gate_families.png
Scale: 3 px per µm.
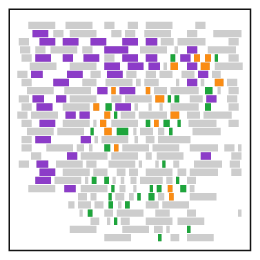
clock_map.png
Scale: 6 px per µm.
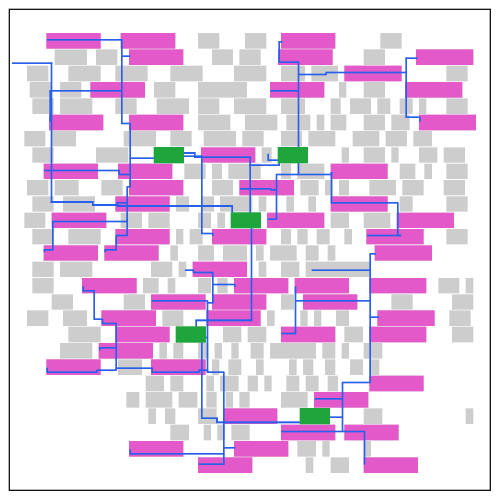
final_clocks.png
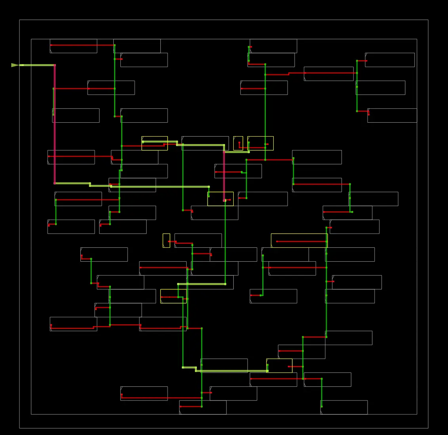
--- config.mk ---
export PLATFORM = sky130hd
export DESIGN_NAME = seg6_scan
export DESIGN_NICKNAME = d
export VERILOG_FILES = /design/src/rtl/seg6_scan.sv
export SDC_FILE = /design/constraint.sdc
export NUM_CORES = 1
export LEC_CHECK = 0
export CELL_PAD_IN_SITES_DETAIL_PLACEMENT = 1
export CELL_PAD_IN_SITES_GLOBAL_PLACEMENT = 1
export CORE_MARGIN = 2
export CORE_UTILIZATION = 47
export CTS_CLUSTER_DIAMETER = 50
export DETAILED_ROUTE_END_ITERATION = 16
export GPL_ROUTABILITY_DRIVEN = 0
export HOLD_SLACK_MARGIN = 0.12
export PLACE_DENSITY = 0.88
export SLEW_MARGIN = 20
export SYNTH_ARGS = -nofsm -noshare
export SYNTH_HDL_FRONTEND = slang
export SYNTH_SLANG_ARGS = --single-unit
--- constraint.sdc ---
create_clock -name clk_clk -period 4.6 [get_ports clk_clk]
set_clock_uncertainty 0.15 [all_clocks]
set_input_delay 0.92 -clock clk_clk [delete_from_list [all_inputs] [get_ports clk_clk]]
set_output_delay 0.92 -clock clk_clk [all_outputs]
set_load 0.02 [all_outputs]
--- src/rtl/seg6_scan.sv ---
// seg6_scan: six-digit multiplexed 7-segment scanner with frame snapshot.
// Optional leading-zero blanking is enabled by defining SEG6_LZB_EN.
module seg6_scan #(
    parameter int DIV   = 50000,
    parameter int BLANK = 16
) (
    input  logic        clk_clk,
    input  logic        reset_reset,
    input  logic [23:0] seg6_export,
    output logic [7:0]  seg_n,
    output logic [5:0]  dig_n
);

    localparam int CW = (DIV > 1) ? $clog2(DIV) : 1;
    localparam logic [CW-1:0] LAST = CW'(DIV - 1);
    localparam logic [CW-1:0] BLK  = CW'(BLANK);

    logic [CW-1:0] cnt_q, cnt_d;
    logic [2:0]    idx_q, idx_d;
    logic [23:0]   snap_q, snap_d;
    logic [7:0]    seg_q, seg_d;
    logic [5:0]    dig_q, dig_d;

    logic          slot_end;
    logic [3:0]    nib;
    logic [6:0]    pat;
    logic          dark;

    assign seg_n = seg_q;
    assign dig_n = dig_q;

    // Hex nibble to gfedcba (active-high) segment pattern.
    function automatic logic [6:0] hex7(input logic [3:0] v);
        logic [6:0] p;
        case (v)
            4'h0: p = 7'h3F;
            4'h1: p = 7'h06;
            4'h2: p = 7'h5B;
            4'h3: p = 7'h4F;
            4'h4: p = 7'h66;
            4'h5: p = 7'h6D;
            4'h6: p = 7'h7D;
            4'h7: p = 7'h07;
            4'h8: p = 7'h7F;
            4'h9: p = 7'h6F;
            4'hA: p = 7'h77;
            4'hB: p = 7'h7C;
            4'hC: p = 7'h39;
            4'hD: p = 7'h5E;
            4'hE: p = 7'h79;
            default: p = 7'h71;
        endcase
        return p;
    endfunction

    // Counter/index/snapshot advance and registered display drive.
    always_comb begin
        slot_end = (cnt_q == LAST);
        cnt_d    = slot_end ? '0 : cnt_q + 1'b1;
        idx_d    = idx_q;
        snap_d   = snap_q;
        if (slot_end) begin
            idx_d = (idx_q == 3'd5) ? 3'd0 : idx_q + 3'd1;
            if (idx_q == 3'd5) begin
                snap_d = seg6_export;
            end
        end

        nib = snap_q[{idx_q, 2'b00} +: 4];
        pat = hex7(nib);
`ifdef SEG6_LZB_EN
        // A digit with only zeros at and above it is dark; digit 0 always shows.
        if (idx_q != 3'd0 && (snap_q >> {idx_q, 2'b00}) == 24'd0) begin
            pat = 7'h00;
        end
`endif
        seg_d = {1'b1, ~pat};

        dark  = (cnt_q < BLK);
        dig_d = dark ? 6'h3F : ~(6'b000001 << idx_q);
    end

    // State registers; reset drops everything dark immediately.
    always_ff @(posedge clk_clk or posedge reset_reset) begin
        if (reset_reset) begin
            cnt_q  <= '0;
            idx_q  <= 3'd0;
            snap_q <= 24'd0;
            seg_q  <= 8'hFF;
            dig_q  <= 6'h3F;
        end else begin
            cnt_q  <= cnt_d;
            idx_q  <= idx_d;
            snap_q <= snap_d;
            seg_q  <= seg_d;
            dig_q  <= dig_d;
        end
    end

endmodule

==> metrics.csv <==
metric,value,unit
clockBufferDepth,2,
run_status,completed,
critPathBufInv,1,
worstMarginPinSlew,0.913,ns
drv_cap,0,
p_int,0.726,mW
cts_htree_levels,2,
start_kind,flop,
bufAreaShareNonClock,0.120,
max_stage_delay,0.82,ns
dp_worst_setup_slack,1.69,ns
syn_area_per_cell,12.5,µm²
core,5540,µm²
largest_class,flip-flops and latches,
finalSetupTns,0,ns
synth_seq_share,0.523,
drive_above_1_share,0.216,
grt_pass1_wl,9780,µm
cellLeakagePower,1.44,nW
p_comb_frac,0.101,
route.vias.total,1741,
seq-power,0.521,mW
comb_share,0.372,
nonClockBufferCount,39,
crit_chain,mux4_2 -> a21oi_1 -> inv_1 -> ha_1 -> mux2i_1 -> o22ai_1,
placed_cells,319,
grt_max_degree,30,
grt.total_usage,0.202,
fmax,344,MHz
ys_warn_count,0,
wl_per_cell,17.7,µm
clk_share,0.0332,
placed_area,3140,µm²
stdcell_area,3250,µm²
slew_violations,0,
async_flop_share,1.00,
holdWs,0.350,ns
tap_cells,72,
power_frac_seq,0.559,
utilization,0.586,
drc,0,
slowest_stage,dfrtp_1,
fin_crit_sh,0.632,
wl_met3,187,µm
cts_tree,yes,
largest_area_cell,dfrtp_1,
cts-root-buf,clkbuf_8,
ys_ff,56,
postCtsHoldBufs,0,
min_period,2.91,ns
overflow,0,
min_path_type,reg -> reg,
grt_pass1_vias,1984,
io_buffers,38,
num_rows,27,
met3_usage,0.0407,
final_cell_count_no_fill,327,
use_met1,0.236,
inverters,9,
grt.met2_usage,0.369,
lay_top_count,dfrtp_1,
topRoutingLayerUsed,met4,
edf_count,0,
critPathTopFamily,flip-flops,
clkTransAtPathRegs,0.10,ns
ys_chip_area,2710,µm²
antenna_cells,0,
seq_area_frac,0.437,
ys_cells,216,
layout.area.comb,1210,µm²
dieArea,6390,µm²
top_usage_layer,met2,
dr.pass1.iters,4,
synthCells,216,
boundaryPins,40,
hpwl,4220,µm
routed_wl,5790,µm
ctsResizeCount,0,
rsz0062_at_grt,false,
comb_cell_power,0.0940,mW
fp_nets,250,
fp_util,0.489,
netlist_area,2710,µm²
drt-met1-wl,2460,µm
ys_types,38,
finalWorstSetupSlack,1.69,ns
cp.arrival,2.96,ns
final_cell_mix,"dfrtp_1, clkdlybuf4s50_1, mux2_4",
tool_warnings,31,
hold_viol_final,0,
slew_headroom,0.391,
critPathMaxFanout,16,
finalPower,0.932,mW
Notes on gate_families.png above:
legend:
  multiplexers:
    color: purple
    cells: 42
    most_used: mux2_4
  inverting AOI/OAI gates:
    color: orange
    cells: 17
    most_used: o22ai_1
  NAND gates:
    color: green
    cells: 32
    most_used: nand2_1

Notes on clock_map.png above:
legend:
  flip-flops:
    color: magenta
    count: 56
  cells driving clock nets:
    color: green
    count: 5
  clock wires:
    color: blue
    length: 644 µm
routed clock nets: 6

Notes on final_clocks.png above:
Flops: 56
clock sinks: 56
clk ins delay skew pair: 0.31 ns
Clock buffer cells: 6
Clock Power: 0.317 mW

cells by family after synthesis:
group	Yosys count	share of synthesized area
AND/OR/NAND/NOR	59	0.114
XOR/XNOR	15	0.0485
AND-OR/OR-AND	18	0.0434
other	1	0.00138
buffers and inverters	17	0.0323
multiplexers	42	0.200
flip-flops	56	0.523
adder cells (fa/ha/maj)	8	0.0369
worst paths after layout:
kind	slack, ns	to	startpoint	cells past startpoint
setup / recovery	1.69	seg_n[6]	idx_q[0]	6
hold / removal	0.35	cnt_q[0]	cnt_q[0]	1
setup reg to reg	1.69	seg_n[6]	idx_q[0]	6
hold reg to reg	0.35	cnt_q[0]	cnt_q[0]	1
max in group asynchronous	2.66	cnt_q[14]	reset_reset	3
min in group asynchronous	0.85	idx_q[1]	reset_reset	2
Power is estimated from default activity; no workload was simulated.
